`src/rtl/fwd_scoreboard_pkg.sv`:
```
// Shared types for the EX forwarding scoreboard: FSM states and the in-flight write entry.
package fwd_pkg;
  localparam int SB_REG_W = 8;
  localparam int FWD_RF   = 0;

  typedef enum logic [1:0] {
    RUN  = 2'd0,
    LU   = 2'd1,
    MISS = 2'd2
  } fwd_state_t;

  typedef struct packed {
    logic                valid;
    logic                regwr;
    logic                load;
    logic                ready;
    logic [SB_REG_W-1:0] dest;
  } sb_entry_t;
endpackage

```
`src/rtl/fwd_scoreboard_if.sv`:
```
// EX/ID operand info into the scoreboard, forward selects and stall back out.
interface fwd_if #(
  parameter int REG_W   = 5,
  parameter int NUM_SRC = 2,
  parameter int SEL_W   = 2,
  parameter int CNT_W   = 16
);
  logic                       pipe_en;
  logic                       flush;
  logic                       ex_valid;
  logic                       ex_regwr;
  logic                       ex_memtoreg;
  logic [REG_W-1:0]           ex_dest;
  logic [NUM_SRC*REG_W-1:0]   ex_src;
  logic [NUM_SRC*REG_W-1:0]   id_src;
  logic [NUM_SRC-1:0]         id_src_en;
  logic                       dhit;
  logic [NUM_SRC*SEL_W-1:0]   fwd_sel;
  logic                       stall;
  logic [CNT_W-1:0]           stall_cnt;
  logic [1:0]                 state;

  modport fwd (
    input  pipe_en, flush, ex_valid, ex_regwr, ex_memtoreg, ex_dest, ex_src,
           id_src, id_src_en, dhit,
    output fwd_sel, stall, stall_cnt, state
  );

  modport tb (
    output pipe_en, flush, ex_valid, ex_regwr, ex_memtoreg, ex_dest, ex_src,
           id_src, id_src_en, dhit,
    input  fwd_sel, stall, stall_cnt, state
  );
endinterface

```
`src/rtl/fwd_scoreboard_match.sv`:
```
// One EX operand against all tracked stages; youngest matching producer wins.
module fwd_match
  import fwd_pkg::*;
#(
  parameter int DEPTH = 2,
  parameter int SEL_W = 2
) (
  input  sb_entry_t [DEPTH:1]   ent_i,
  input  logic [SB_REG_W-1:0]   src_i,
  output logic [SEL_W-1:0]      sel_o,
  output logic                  unrdy_o
);
  // Scan oldest to youngest so the youngest hit overwrites.
  always_comb begin
    sel_o   = SEL_W'(FWD_RF);
    unrdy_o = 1'b0;
    for (int k = DEPTH; k >= 1; k--) begin
      if (ent_i[k].valid && ent_i[k].regwr && ent_i[k].dest == src_i && src_i != '0) begin
        sel_o   = SEL_W'(k);
        unrdy_o = ent_i[k].load & ~ent_i[k].ready;
      end
    end
  end
endmodule

```
`src/rtl/fwd_scoreboard.sv`:
```
// Shift-register scoreboard of in-flight writes after EX, per-operand forward selects, load-use/miss stall FSM.
module fwd_scoreboard
  import fwd_pkg::*;
#(
  parameter int REG_W   = 5,
  parameter int NUM_SRC = 2,
  parameter int DEPTH   = 2,
  parameter int SEL_W   = $clog2(DEPTH+1),
  parameter int CNT_W   = 16
) (
  input logic CLK,
  input logic RST,
  fwd_if.fwd  bus
);
  sb_entry_t [DEPTH:1] sb_q, sb_d, sb_eff;
  sb_entry_t           ex_e;
  fwd_state_t          state_q, state_d;
  logic [CNT_W-1:0]    cnt_q, cnt_d;
  logic [NUM_SRC-1:0][SEL_W-1:0] sel;
  logic [NUM_SRC-1:0]  unrdy;
  logic                ex_live, lu_det, miss_fwd, e1_miss, stall;

  assign ex_live = bus.ex_valid & ~bus.flush;

  always_comb begin
    ex_e       = '0;
    ex_e.valid = ex_live;
    ex_e.regwr = bus.ex_regwr;
    ex_e.load  = bus.ex_memtoreg;
    ex_e.ready = ~bus.ex_memtoreg;
    ex_e.dest  = SB_REG_W'(bus.ex_dest);
  end

  // Load data returning this cycle counts as ready for forwarding and is latched into the entry.
  always_comb begin
    sb_eff          = sb_q;
    sb_eff[1].ready = sb_q[1].ready | (sb_q[1].load & bus.dhit);
  end

  assign e1_miss = sb_q[1].valid & sb_q[1].load & ~sb_eff[1].ready;

  for (genvar i = 0; i < NUM_SRC; i++) begin : g_src
    fwd_match #(.DEPTH(DEPTH), .SEL_W(SEL_W)) u_match (
      .ent_i   (sb_eff),
      .src_i   (SB_REG_W'(bus.ex_src[i*REG_W +: REG_W])),
      .sel_o   (sel[i]),
      .unrdy_o (unrdy[i])
    );
    assign bus.fwd_sel[i*SEL_W +: SEL_W] = sel[i];
  end

  assign miss_fwd = ex_live & (|unrdy);

  always_comb begin
    lu_det = 1'b0;
    for (int i = 0; i < NUM_SRC; i++)
      if (bus.id_src_en[i] && bus.id_src[i*REG_W +: REG_W] == bus.ex_dest)
        lu_det = 1'b1;
    lu_det = lu_det & ex_live & bus.ex_memtoreg & (bus.ex_dest != '0);
  end

  always_ff @(posedge CLK) begin
    if (RST) state_q <= RUN;
    else     state_q <= state_d;
  end

  always_comb begin
    state_d = state_q;
    case (state_q)
      RUN:     if (lu_det) state_d = LU;
               else if (miss_fwd) state_d = MISS;
      LU:      state_d = e1_miss ? MISS : RUN;
      MISS:    if (bus.dhit) state_d = RUN;
      default: state_d = RUN;
    endcase
  end

  always_comb begin
    stall = 1'b0;
    case (state_q)
      RUN:     stall = lu_det | miss_fwd;
      LU:      stall = e1_miss | miss_fwd;
      MISS:    stall = ~bus.dhit;
      default: stall = 1'b0;
    endcase
  end

  // On a load-use stall the load itself still moves to MEM; only the dependent in ID is held.
  always_comb begin
    sb_d    = sb_q;
    sb_d[1] = sb_eff[1];
    if (bus.pipe_en) begin
      for (int k = DEPTH; k >= 2; k--) sb_d[k] = sb_eff[k-1];
      sb_d[1] = (stall && !(state_q == RUN && lu_det)) ? '0 : ex_e;
    end
  end

  assign cnt_d = (stall && cnt_q != '1) ? cnt_q + 1'b1 : cnt_q;

  always_ff @(posedge CLK) begin
    if (RST) begin
      sb_q  <= '0;
      cnt_q <= '0;
    end else begin
      sb_q  <= sb_d;
      cnt_q <= cnt_d;
    end
  end

  assign bus.stall     = stall;
  assign bus.stall_cnt = cnt_q;
  assign bus.state     = state_q;
endmodule

```
`src/flat_wrapper.sv`:
```
// flat-port wrapper written by rule: the top's interface ports become plain ports
module fwd_scoreboard_flat import fwd_pkg::*;
#(
  parameter int REG_W   = 5,
  parameter int NUM_SRC = 2,
  parameter int DEPTH   = 2,
  parameter int SEL_W   = $clog2(DEPTH+1),
  parameter int CNT_W   = 16
)
  (CLK, RST, bus_pipe_en, bus_flush, bus_ex_valid, bus_ex_regwr, bus_ex_memtoreg, bus_ex_dest, bus_ex_src, bus_id_src, bus_id_src_en, bus_dhit, bus_fwd_sel, bus_stall, bus_stall_cnt, bus_state);
  fwd_if #(.REG_W(REG_W), .NUM_SRC(NUM_SRC), .SEL_W(SEL_W), .CNT_W(CNT_W)) bus_i ();
  input logic CLK;
  input logic RST;
  input wire logic [$bits(bus_i.pipe_en)-1:0] bus_pipe_en;
  input wire logic [$bits(bus_i.flush)-1:0] bus_flush;
  input wire logic [$bits(bus_i.ex_valid)-1:0] bus_ex_valid;
  input wire logic [$bits(bus_i.ex_regwr)-1:0] bus_ex_regwr;
  input wire logic [$bits(bus_i.ex_memtoreg)-1:0] bus_ex_memtoreg;
  input wire logic [$bits(bus_i.ex_dest)-1:0] bus_ex_dest;
  input wire logic [$bits(bus_i.ex_src)-1:0] bus_ex_src;
  input wire logic [$bits(bus_i.id_src)-1:0] bus_id_src;
  input wire logic [$bits(bus_i.id_src_en)-1:0] bus_id_src_en;
  input wire logic [$bits(bus_i.dhit)-1:0] bus_dhit;
  output wire logic [$bits(bus_i.fwd_sel)-1:0] bus_fwd_sel;
  output wire logic [$bits(bus_i.stall)-1:0] bus_stall;
  output wire logic [$bits(bus_i.stall_cnt)-1:0] bus_stall_cnt;
  output wire logic [$bits(bus_i.state)-1:0] bus_state;
  assign bus_i.pipe_en = bus_pipe_en;
  assign bus_i.flush = bus_flush;
  assign bus_i.ex_valid = bus_ex_valid;
  assign bus_i.ex_regwr = bus_ex_regwr;
  assign bus_i.ex_memtoreg = bus_ex_memtoreg;
  assign bus_i.ex_dest = bus_ex_dest;
  assign bus_i.ex_src = bus_ex_src;
  assign bus_i.id_src = bus_id_src;
  assign bus_i.id_src_en = bus_id_src_en;
  assign bus_i.dhit = bus_dhit;
  assign bus_fwd_sel = bus_i.fwd_sel;
  assign bus_stall = bus_i.stall;
  assign bus_stall_cnt = bus_i.stall_cnt;
  assign bus_state = bus_i.state;
  fwd_scoreboard #(.REG_W(REG_W), .NUM_SRC(NUM_SRC), .DEPTH(DEPTH), .SEL_W(SEL_W), .CNT_W(CNT_W)) u_core (.CLK(CLK), .RST(RST), .bus(bus_i));
endmodule
```
`config.mk`:
```
export PLATFORM = sky130hd
export DESIGN_NAME = fwd_scoreboard_flat
export DESIGN_NICKNAME = d
export VERILOG_FILES = /design/src/rtl/fwd_scoreboard_pkg.sv /design/src/rtl/fwd_scoreboard_if.sv /design/src/rtl/fwd_scoreboard_match.sv /design/src/rtl/fwd_scoreboard.sv /design/src/flat_wrapper.sv
export SDC_FILE = /design/constraint.sdc
export NUM_CORES = 1
export LEC_CHECK = 0
export CAP_MARGIN = 10
export CORE_MARGIN = 4
export CORE_UTILIZATION = 40
export DETAILED_ROUTE_END_ITERATION = 12
export HOLD_SLACK_MARGIN = 0.02
export PLACE_DENSITY_LB_ADDON = 0.15
export SLEW_MARGIN = 15
export SYNTH_ARGS = -nofsm -noshare
export SYNTH_HDL_FRONTEND = slang
export SYNTH_HIERARCHICAL = 1
export SYNTH_SLANG_ARGS = --single-unit
```
`constraint.sdc`:
```
create_clock -name CLK -period 5.9 [get_ports CLK]
set_input_delay 1.18 -clock CLK [delete_from_list [all_inputs] [get_ports CLK]]
set_output_delay 1.18 -clock CLK [all_outputs]
set_load 0.05 [all_outputs]
```
==> images/wires.png <==
Scale: 6 px per um. Only two layers are drawn.
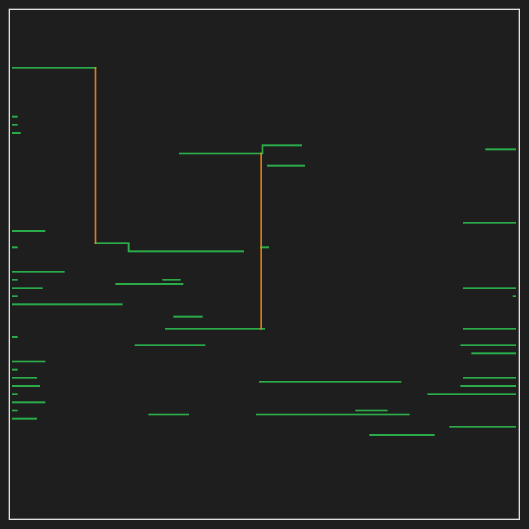
legend:
  metal 3:
    colour: green
    wire_length: 342 um
  metal 4:
    colour: orange
    wire_length: 58.5 um

==> images/io_fan.png <==
Scale: 4 px per um.
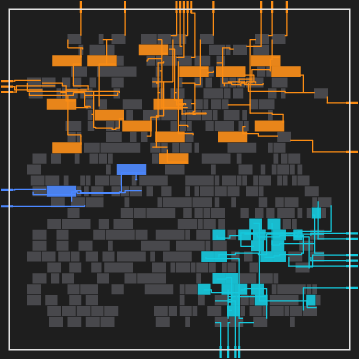
legend:
  bus_ex_src:
    colour: cyan
    direction: input
    edge: 6 east, 4 south
    end_cells: 24
    buffers: 10
    wire: 386 um
  bus_state:
    colour: blue
    direction: output
    edge: west
    end_cells: 2
    buffers: 2
    wire: 84.2 um
  bus_stall_cnt:
    colour: orange
    direction: output
    edge: 11 north, 3 west, 2 east
    end_cells: 16
    buffers: 16
    wire: 624 um

==> images/layer_met2.png <==
Scale: 4 px per um.
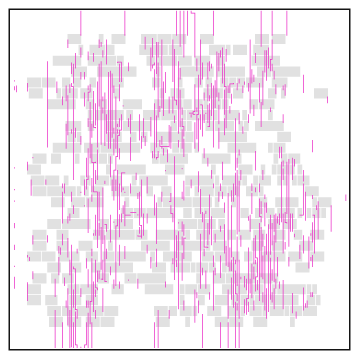
nets with wire on the layer: 327
longest straight run: 30.8 um
wire length on this layer: 2460 um
main direction: vertical

==> results.json <==
{
  "outcome": "finished clean",
  "grt_usage_pct": 16.06,
  "clockPowerShare_pct": 35.1,
  "avgSynthCellArea_um2": 8.763,
  "dp_hpwl_um": 4481,
  "netlist_area_mm2": 0.002357,
  "dpl_cell_area_mm2": 0.003085,
  "rows": 27,
  "p_total_uw": 539.3,
  "comb_power_uw": 91.0,
  "peakVddDrop_uv": 115.0,
  "p_int_uw": 400.2,
  "max_freq_mhz": 195.7,
  "drive_gt1_share_pct": 8.215,
  "crit_required_ns": 4.72,
  "die_y_um": 84.77,
  "setup_violations": 0,
  "muxShareOfSynthArea_pct": 10.46,
  "cts_resized": 0,
  "p_per_area_mw_per_mm2": 169.5,
  "drtAntennaViolNets": 0,
  "critPathArrivalTime_ns": 3.93,
  "worst_setup_path_end_kind": "output port",
  "max_stage_delay_ns": 0.80,
  "nNetsFinal": 389,
  "avgRoutedWirePerCell_um": 13.40,
  "drt_iter0_drc": 69,
  "yosysWarningCount": 6,
  "yosys_most_used_dff": "dfxtp_1",
  "yosysMostFrequentCell": "xor2_1",
  "hp-class": "reg2reg",
  "io_pins": 58,
  "die_area_mm2": 0.007185,
  "critPathMaxFanout": 3,
  "maxSlewViolCount": 0,
  "synthArstFlopShare_pct": 0,
  "min_period_ns": 5.110,
  "post_cts_buffers": 0,
  "cap_violations": 0
}
==> images/clocks.png <==
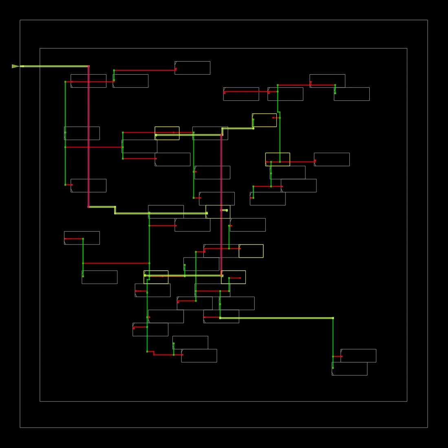
Clock Latency Late Sink: 0.28 ns
FF+latch count: 36

==> images/detail.png <==
Region (54, 54) to (74, 74) um. Cells in grey, sequential cells in the stronger grey; small squares are vias.
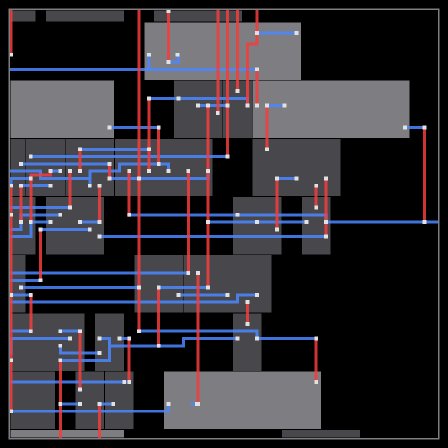
legend:
  metal 1:
    colour: blue
  metal 2:
    colour: red
netlist names of flops here include: u_core/bus.stall_cnt (4)
cells with their middle in the window: 21
sequential cells in the window: 4
most frequent: nor2_1 (5), dfxtp_1 (4)

## per-stage QoR
step,worst slack (ns),std cells,hold slack (ns),utilization (%)
final,0.7902,425,0.5218,56.74
after floorplan,2.096,298,0.4667,-
after detailed placement,0.8177,418,0.5051,55.02
after global routing,0.5806,425,0.5494,56.74
after CTS,0.7989,425,0.5203,56.74
after global placement,0.8670,418,0.5008,55.02
## layout make-up
cell class / count / area (um^2)
tap: 72 / 90.09
clock buffer: 7 / 96.34
timing repair buffer: 58 / 578.1
sequential: 36 / 720.7
multi-input combinational: 244 / 1667
inverter: 8 / 30.03
fill: 548 / 2426
## placed cells by master, fill, tap and decap left out, types with 8 or more instances in the layout
cell type,netlist,final
a21oi_1,9,9
a22o_1,9,9
clkdlybuf4s50_1,0,57
conb_1,1,30
dfxtp_1,36,36
inv_1,8,8
mux2_2,11,11
mux2i_1,10,10
nand2_1,11,11
nand4_1,10,10
nor2_1,33,33
nor2b_1,16,16
nor4_1,10,10
xor2_1,38,38
## metal layers
layer / vias to the layer above / global-route usage, % / share of wire [%]
met5: - / 0 / 0
met4: 0 / 3.885 / 1.0
met3: 5 / 4.318 / 6.0
met2: 57 / 25.27 / 43
met1: 1001 / 21.86 / 50
li1: 1112 / - / -
## final timing paths
path	start	to	slack (ns)	cells past startpoint
worst max register to register	u_core/sb_eff[0]	u_core/bus.stall_cnt[11]	2.86	9
worst min-delay path	u_core/sb_eff[20]	u_core/sb_eff[20]	0.52	2
worst min register to register	u_core/sb_eff[20]	u_core/sb_eff[20]	0.52	2
worst max-delay path	bus_ex_src[5]	bus_stall	0.79	9
## sequential cells by signal, indices dropped and copies added (netlist names)
| name | cells |
|---|---|
| u_core/bus.state | 2 |
| u_core/sb_q | 1 |
| u_core/bus.stall_cnt | 16 |
| u_core/sb_eff | 17 |
